### src/rtl/ram_sync_param.sv
// Single-port synchronous RAM with a valid/ready request port and a hardware clear sequencer.
// After reset, and whenever borrar is seen, every word is walked and set to VALOR_BORRADO.
module ram_sync_param #(
  parameter int                    ANCHO_DATO    = 8,
  parameter int                    ANCHO_DIR     = 8,
  parameter int                    PROFUNDIDAD   = 11,
  parameter logic [ANCHO_DATO-1:0] VALOR_BORRADO = '0
) (
  input  logic                  clk,
  input  logic                  rst_n,
  input  logic                  valido,
  output logic                  listo,
  input  logic                  escribir,
  input  logic [ANCHO_DIR-1:0]  direccion,
  input  logic [ANCHO_DATO-1:0] dato_e,
  output logic [ANCHO_DATO-1:0] dato_s,
  output logic                  dato_valido,
  output logic                  error,
  input  logic                  borrar,
  output logic                  borrando
);
  localparam int IW = (PROFUNDIDAD > 1) ? $clog2(PROFUNDIDAD) : 1;
  localparam logic [IW-1:0]        ULTIMA   = IW'(PROFUNDIDAD - 1);
  localparam logic [ANCHO_DIR:0]   PROF_EXT = (ANCHO_DIR + 1)'(PROFUNDIDAD);

  typedef enum logic {BORRANDO, LIBRE} estado_t;

  estado_t               estado_q, estado_d;
  logic [IW-1:0]         contador_q, contador_d;
  logic [ANCHO_DATO-1:0] dato_s_q, dato_s_d;
  logic                  dato_valido_q, dato_valido_d;
  logic                  error_q, error_d;

  logic [ANCHO_DATO-1:0] mem_q [PROFUNDIDAD];
  logic                  mem_we;
  logic [IW-1:0]         mem_idx;
  logic [ANCHO_DATO-1:0] mem_wdata;
  logic [ANCHO_DATO-1:0] mem_rd;
  logic                  en_rango;

  // Extra MSB keeps the compare correct when PROFUNDIDAD == 2**ANCHO_DIR.
  assign en_rango = ({1'b0, direccion} < PROF_EXT);
  assign mem_rd   = mem_q[direccion[IW-1:0]];

  assign listo       = (estado_q == LIBRE) && !borrar;
  assign borrando    = (estado_q == BORRANDO);
  assign dato_s      = dato_s_q;
  assign dato_valido = dato_valido_q;
  assign error       = error_q;

  always_comb begin
    estado_d      = estado_q;
    contador_d    = contador_q;
    dato_s_d      = dato_s_q;
    dato_valido_d = 1'b0;
    error_d       = 1'b0;
    mem_we        = 1'b0;
    mem_idx       = direccion[IW-1:0];
    mem_wdata     = dato_e;

    case (estado_q)
      BORRANDO: begin
        mem_we     = 1'b1;
        mem_idx    = contador_q;
        mem_wdata  = VALOR_BORRADO;
        contador_d = contador_q + 1'b1;
        if (contador_q == ULTIMA) estado_d = LIBRE;
      end
      LIBRE: begin
        if (borrar) begin
          estado_d   = BORRANDO;
          contador_d = '0;
        end else if (valido) begin
          if (en_rango) begin
            if (escribir) begin
              mem_we = 1'b1;
            end else begin
              dato_s_d      = mem_rd;
              dato_valido_d = 1'b1;
            end
          end else begin
            // Out-of-range reads still complete, returning zero alongside error.
            error_d = 1'b1;
            if (!escribir) begin
              dato_s_d      = '0;
              dato_valido_d = 1'b1;
            end
          end
        end
      end
      default: begin
        estado_d   = BORRANDO;
        contador_d = '0;
      end
    endcase

    if (!rst_n) begin
      estado_d      = BORRANDO;
      contador_d    = '0;
      dato_s_d      = '0;
      dato_valido_d = 1'b0;
      error_d       = 1'b0;
      mem_we        = 1'b0;
    end
  end

  always_ff @(posedge clk) begin
    estado_q      <= estado_d;
    contador_q    <= contador_d;
    dato_s_q      <= dato_s_d;
    dato_valido_q <= dato_valido_d;
    error_q       <= error_d;
  end

  always_ff @(posedge clk) begin
    if (mem_we) mem_q[mem_idx] <= mem_wdata;
  end
endmodule
### config.mk
export PLATFORM = sky130hd
export DESIGN_NAME = ram_sync_param
export DESIGN_NICKNAME = d
export VERILOG_FILES = /design/src/rtl/ram_sync_param.sv
export SDC_FILE = /design/constraint.sdc
export NUM_CORES = 1
export LEC_CHECK = 0
export CAP_MARGIN = 20
export CORE_ASPECT_RATIO = 1.5
export CORE_UTILIZATION = 55
export CTS_BUF_LIST = sky130_fd_sc_hd__clkbuf_2 sky130_fd_sc_hd__clkbuf_4 sky130_fd_sc_hd__clkbuf_8
export CTS_CLUSTER_DIAMETER = 120
export CTS_CLUSTER_SIZE = 10
export DETAILED_ROUTE_END_ITERATION = 6
export GPL_TIMING_DRIVEN = 0
export PLACE_DENSITY = 0.76
export SYNTH_ARGS = -nofsm -noshare
export SYNTH_HDL_FRONTEND = slang
export SYNTH_SLANG_ARGS = --single-unit
### constraint.sdc
create_clock -name clk -period 3 [get_ports clk]
set_input_delay 0.3 -clock clk [delete_from_list [all_inputs] [get_ports clk]]
set_output_delay 0.3 -clock clk [all_outputs]
set_load 0.01 [all_outputs]
==> results.toml, run 1 <==
# flow metrics
[clock_network]
htree_levels = 3
post_cts_resized = 0
cts_tree = "built"
clock_path_buffers = 2
clockRootBuffer = "clkbuf_8"
cts_setup_buffers = 0
cts_buffers = 9
path_clk_slew_ns = 0.09

[finish]
nets = 334
n_antenna_cell = 0
sequential_cell_total = 103
nNonClkBuffers = 53
top_area_cell_class = "flip-flops and latches"
fillers = 550
comb_cells = 138
clkCellAreaFrac_pct = 3.93
logic_area_um2 = 1190
buf_share_pct = 8.87
inv_count = 6

[logic_synthesis]
aoi_share_pct = 6.41
synth.distinct_cells = 36
ys_sh_adder_pct = 0.594
synth_cells = 259
ys_cells = 259
syn_avg_cell_area_um2 = 16.3
yosys.area_share.simple_pct = 8.85
yosys_area_um2 = 4210
xor_share_pct = 0
mux_area_share_pct = 12.4
fp_nets = 282
yosys.stat.seqShare_pct = 69.8
synthTopLogicFamily = "multiplexers"

[power_and_ir_drop]
power_density_nw_per_um2 = 525
cellLeakagePower_nw = 1.76
p_total_w = 0.00258

[route]
via_per_inst = 5.77
vias = 2401
drcViolationCount = 0
drt-pass1-iter-count = 4

[flow_run]
openroad.warnings = 27

[setup_path]
cp_top_family = "simple AND/OR/NAND/NOR gates"
critical_path_depth = 7
worstPathRequired_ns = 3.07
r2r_cells = 6
cp_slowest_stage_delay_ns = 0.59
crit_arrival_ns = 2.56
critPathKind = "in -> reg"
crit_chain = "clkdlybuf4s50_1 -> or4_4 -> a21oi_2 -> a22oi_2 -> buf_6 -> nor3_1 -> buf_4"
crit_fanout = 10
r2r_start = "estado_q"

[final_timing]
timing.final.ws_setup_ns = 0.507
finalCriticalPeriod_ns = 2.49
max_freq_mhz = 401
setup_viol = 0
rsz0062_at_grt = "false"
finalClockSkew_ns = 0.00834
fin_crit_sh_pct = 83.1
tightest_slew_ns = 0.702

[placed_design]
preCtsSetupSlack_ns = 0.119
place.gp.congestion = 0.809
dp_hpwl_mm = 6.24
place_inst = 400
io_buffers = 30

[grt]
grt_antenna_before_repair = 0
globalRouteOverflowTotal = 0
track_usage_pct = 23.8
grt_pass1_vias = 2434

[floorplanning]
chipArea_um2 = 8020
initCoreUtil_pct = 57.6
die_w_um = 73.5

[min_path]
holdPathEnd = "dato_s[5]"
min_from = "mem_q[10][5]"
whs_path_depth = 4

[outcome]
outcome = "completed"
-- run 1: power breakdown --
part	switching, W	internal (W)
registers	0.0000102	0.00156
clock network	0.000428	0.000410
logic	0.0000867	0.0000836
total	0.000525	0.00205
-- run 1: per-stage QoR --
stage | cell area [µm²] | TNS [ns] | hold WS, ns
global route | 4910 | 0 | 0.621
global placement | 4640 | -9.40 | 0.570
CTS | 4910 | 0 | 0.596
floorplan | 4210 | 0 | 0.393
finish | 4910 | 0 | 0.595
detailed placement | 4710 | 0 | 0.580
-- run 1: worst min-delay path, cell delays in order (launching register included) --
cell	delay, ns
edfxtp_1	0.33
nand2_1	0.05
o21ai_0	0.06
a31oi_1	0.08
o21ai_0	0.05
-- run 1: placed cells by master (no fill, tap or decap), types with 4 or more instances in the layout --
cell type / count
mux4_2: 16
mux2i_1: 16
o21ai_0: 12
and3b_1: 8
edfxtp_1: 88
clkbuf_1: 4
clkbuf_8: 9
a31oi_1: 13
dfxtp_1: 15
clkdlybuf4s50_1: 30
nor2_1: 5
and2_1: 9
inv_1: 6
nand2_1: 16
nor3_1: 16
buf_2: 9
buf_4: 8
o21ai_1: 5
-- run 1: synthesized netlist by cell type --
master,number,area (µm²)
and3b_1,8,70.1
o22ai_1,1,6.26
buf_1,1,3.75
nor2_1,5,18.8
a21oi_2,1,8.76
a22oi_2,1,12.5
a22oi_1,1,7.51
buf_2,6,30.0
o221a_2,1,11.3
nor2b_1,1,6.26
clkbuf_1,4,15.0
nor3_1,16,80.1
and4_1,1,8.76
and4bb_2,1,12.5
nand2_1,16,60.1
a21o_4,1,15.0
inv_1,6,22.5
a21oi_1,1,5.00
mux2i_1,16,160
o32a_1,2,20.0
nor4_4,1,21.3
nor3b_1,2,15.0
edfxtp_1,88,2640
buf_6,1,11.3
and2_1,9,56.3
mux4_2,16,360
o211a_1,1,10.0
o21a_1,1,7.51
a31oi_1,13,81.3
nand2b_1,1,6.26
o21ai_0,12,60.1
ha_1,2,25.0
and3_1,1,6.26
or4_4,1,11.3
o21ai_1,5,25.0
dfxtp_1,15,300
-- run 1: metal layers --
| layer | vias to the layer above | wire length (µm) | global-route usage (%) |
|---|---|---|---|
| li1 | 1125 | - | - |
| met1 | 1180 | 3200 | 26.0 |
| met2 | 72 | 4520 | 41.1 |
| met3 | 24 | 360 | 5.82 |
| met4 | 0 | 383 | 14.6 |
| met5 | - | 0 | 0 |
-- run 1: flip-flops by register name, summed over array words and instances (netlist names) --
name and flops:
contador_q 4, error 1, mem_q 88, dato_s 8, estado_q 1, dato_valido 1
-- run 1: logic make-up (layout without fill, tap and decap cells) --
group / count (synthesis) / after routing
compound gates: 41 / 41
flops: 103 / 103
buf+inv: 18 / 75
fa+ha+maj: 2 / 2
mux: 32 / 32
simple gates: 63 / 63
-- run 1: worst max-delay path by stage --
stage | startpoint | endpoint | slack (ns)
3_3_place_gp | direccion[6] | mem_q[7][0] | -0.21
5_1_grt | direccion[6] | mem_q[6][5] | 0.44
4_1_cts | direccion[6] | mem_q[6][5] | 0.51
6_report | direccion[6] | mem_q[5][2] | 0.51
2_1_floorplan | direccion[6] | mem_q[2][0] | 0.74
3_5_place_dp | direccion[6] | mem_q[6][3] | 0.12
==> run_1/power_grid.png <==
Pins as bars on the die edge. Tap cells in grey.
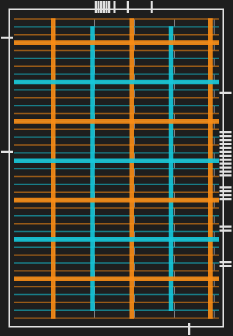
cyan -> VDD
orange -> VSS
met5 straps = 7
met1 rails = 39
rows = 38
Peak VDD IR: 0.393 mV
die height: 109 µm

==> run_1/placement_by_type.png <==
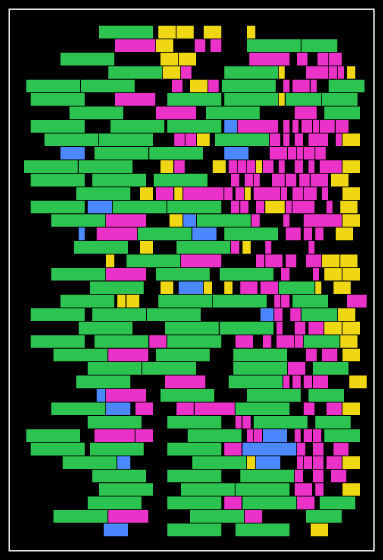
yellow -> remaining buffers and delay cells  # cells 53, share of their area 9.1%
blue -> clock drivers and dummy loads  # cells 16, share of their area 4.0%
green -> sequential cells  # cells 103, share of their area 62%
magenta -> combinational and other logic  # cells 144, share of their area 25%
FP Rows: 38
Seq/total area: 60.0%
final core occ: 67.0%
core area: 7320 µm²

==> run_1/clk_routes.png <==
Scale bar: 20 µm.
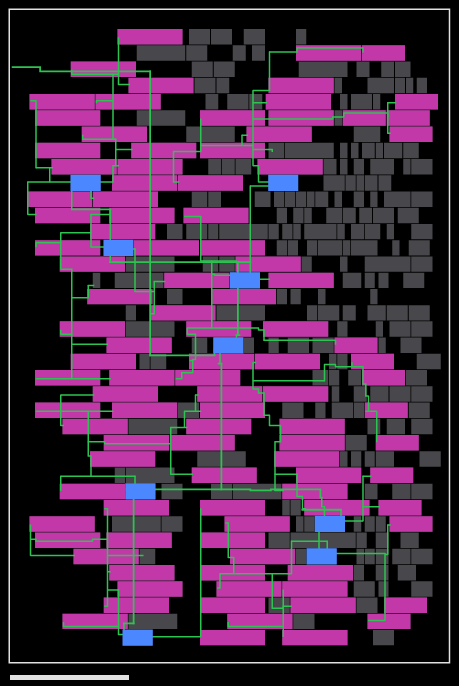
magenta -> flip-flops  # count 103
green -> clock wires  # length 1040 µm
blue -> clock drivers  # count 9
flops lie = spread over the die
Clk network pwr share: 32.6%
clk ins delay skew pair: 0.36 ns

==> run_1/congestion.png <==
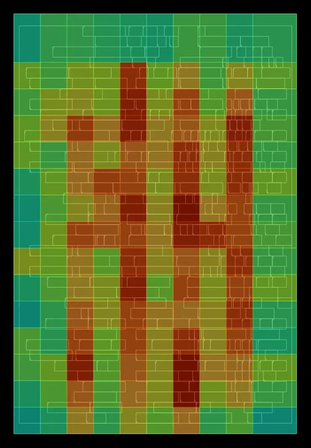

==> run 2: changes to the inputs <==
clock period = 2.4 ns   (was 3 ns; I/O delays follow)
==> run_2/congestion.png <==
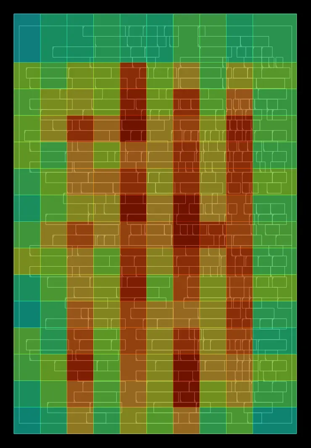
met2 Use GR: 41.2%
GRT Overall Usage: 24.0%
final core occ: 67.4%

==> run 2 against run 1 <==
Combinational power up 28%. Die size unchanged. Sequential cell count unchanged. Sequential share of layout area down 0.30 points. Sequential power up 25%. Synthesized area unchanged.
==> results.toml, run 2 <==
# flow metrics
[outcome]
outcome = "completed"

[setup_path]
crit_fanout = 10
crit_chain = "clkdlybuf4s50_1 -> or4_4 -> a21oi_2 -> a22oi_2 -> buf_6 -> nor3_1 -> buf_4"
worstPathRequired_ns = 2.47
cp-startpoint = "direccion[6]"
cp_slowest_stage_delay_ns = 0.58
crit_arrival_ns = 2.35
r2r_start = "estado_q"

[grt]
globalRouteOverflowTotal = 0
grt_pass1_vias = 2447

[logic_synthesis]
flop_cell = "edfxtp_1"
yosys.stat.seqShare_pct = 69.8
most_common_cell = "edfxtp_1"
ys_async_sr_fraction_pct = 0
synth_top_area_share_pct = 62.7
edf_count = 88
fp_nets = 282
netlist_top_cells_area = "edfxtp_1 (63%), mux4_2 (8.6%), dfxtp_1 (7.1%), mux2i_1 (3.8%), a31oi_1 (1.9%)"

[power_and_ir_drop]
vdd_drop_max_mv = 0.489
power_density_nw_per_um2 = 653
p_total_w = 0.00322
cellLeakagePower_nw = 1.76

[clock_network]
cts_setup_buffers = 0
clock_path_buffers = 2
post_cts_resized = 3
cts_tree = "built"
clockRootBuffer = "clkbuf_8"
path_clk_slew_ns = 0.09
cts_buffers = 9
insertion_delay_ns = 0.36

[route]
via_per_inst = 5.80
met1_length_mm = 3.09
routed-wl-met2_mm = 4.64
drt-pass1-iter-count = 4
wl_met3_um = 417

[final_timing]
finalClockSkew_ns = 0.00821
tightest_slew_ns = 0.581
finalCriticalPeriod_ns = 2.28
final.setup.tns_ns = 0
timing.final.ws_setup_ns = 0.124

[placed_design]
preCtsSetupSlack_ns = -0.421
dp_hpwl_mm = 6.24
place.gp.congestion = 0.809

[flow_run]
openroad.warnings = 27

[floorplanning]
die_y_um = 109
die_w_um = 73.5
chipArea_um2 = 8020
initCoreUtil_pct = 57.6

[finish]
fillers = 551
largest_reg_flops = 88
largest-register = "mem_q"
run 2: cell counts after synthesis:
Identical to the previous run, type by type.
run 2: worst min-delay path by stage:
stage | cells after the start | to | slack, ns | from
6_report | 4 | dato_s[5] | 0.54 | direccion[1]
5_1_grt | 4 | dato_s[5] | 0.56 | direccion[1]
4_1_cts | 4 | error | 0.54 | direccion[1]
3_5_place_dp | 2 | contador_q[0] | 0.58 | contador_q[0]
3_3_place_gp | 4 | dato_s[5] | 0.57 | mem_q[10][5]
2_1_floorplan | 1 | dato_valido | 0.33 | escribir
run 2: cell type report:
class / instances / area [µm²] / area share, %
clock buffer: 12 / 146 / 2.97
multi-input combinational: 138 / 1210 / 24.6
timing repair buffer: 41 / 375 / 7.61
clock inverter: 4 / 46.3 / 0.939
buffer: 12 / 60.1 / 1.22
tap: 100 / 125 / 2.54
sequential: 103 / 2940 / 59.7
inverter: 6 / 22.5 / 0.457
run 2: stage by stage:
step	hold slack [ns]	instances
finish	0.542	416
global route	0.561	416
CTS	0.536	416
detailed placement	0.580	400
global placement	0.570	389
floorplan	0.333	259
run 2: logic make-up (layout without fill, tap and decap cells):
group | after synthesis | after routing | synth area share [%]
compound gates | 41 | 41 | 6.41
fa+ha+maj | 2 | 2 | 0.594
buf+inv | 18 | 75 | 1.96
flops | 103 | 103 | 69.8
mux | 32 | 32 | 12.4
simple gates | 63 | 63 | 8.85
run 2: metal layers:
layer  up-vias  global-route usage [%]
met5         -                       0
met4         0                    15.2
met3        24                    6.01
met2        88                    41.2
met1      1177                    25.9
li1       1123                       -
run 2: critical path, delay by kind of cell:
kind	cells	cell delay, ns
AND-OR/OR-AND	2	0.25
buffers and inverters	3	0.81
AND/OR/NAND/NOR	2	1.04
run 2: report_power, final:
part / total [W] / switching (W) / internal [W]
sequential: 0.00196 / 0.0000130 / 0.00195
clock: 0.00105 / 0.000534 / 0.000513
combinational: 0.000217 / 0.000112 / 0.000105
Power figures rest on the tool's default switching activity, not on a simulated workload.
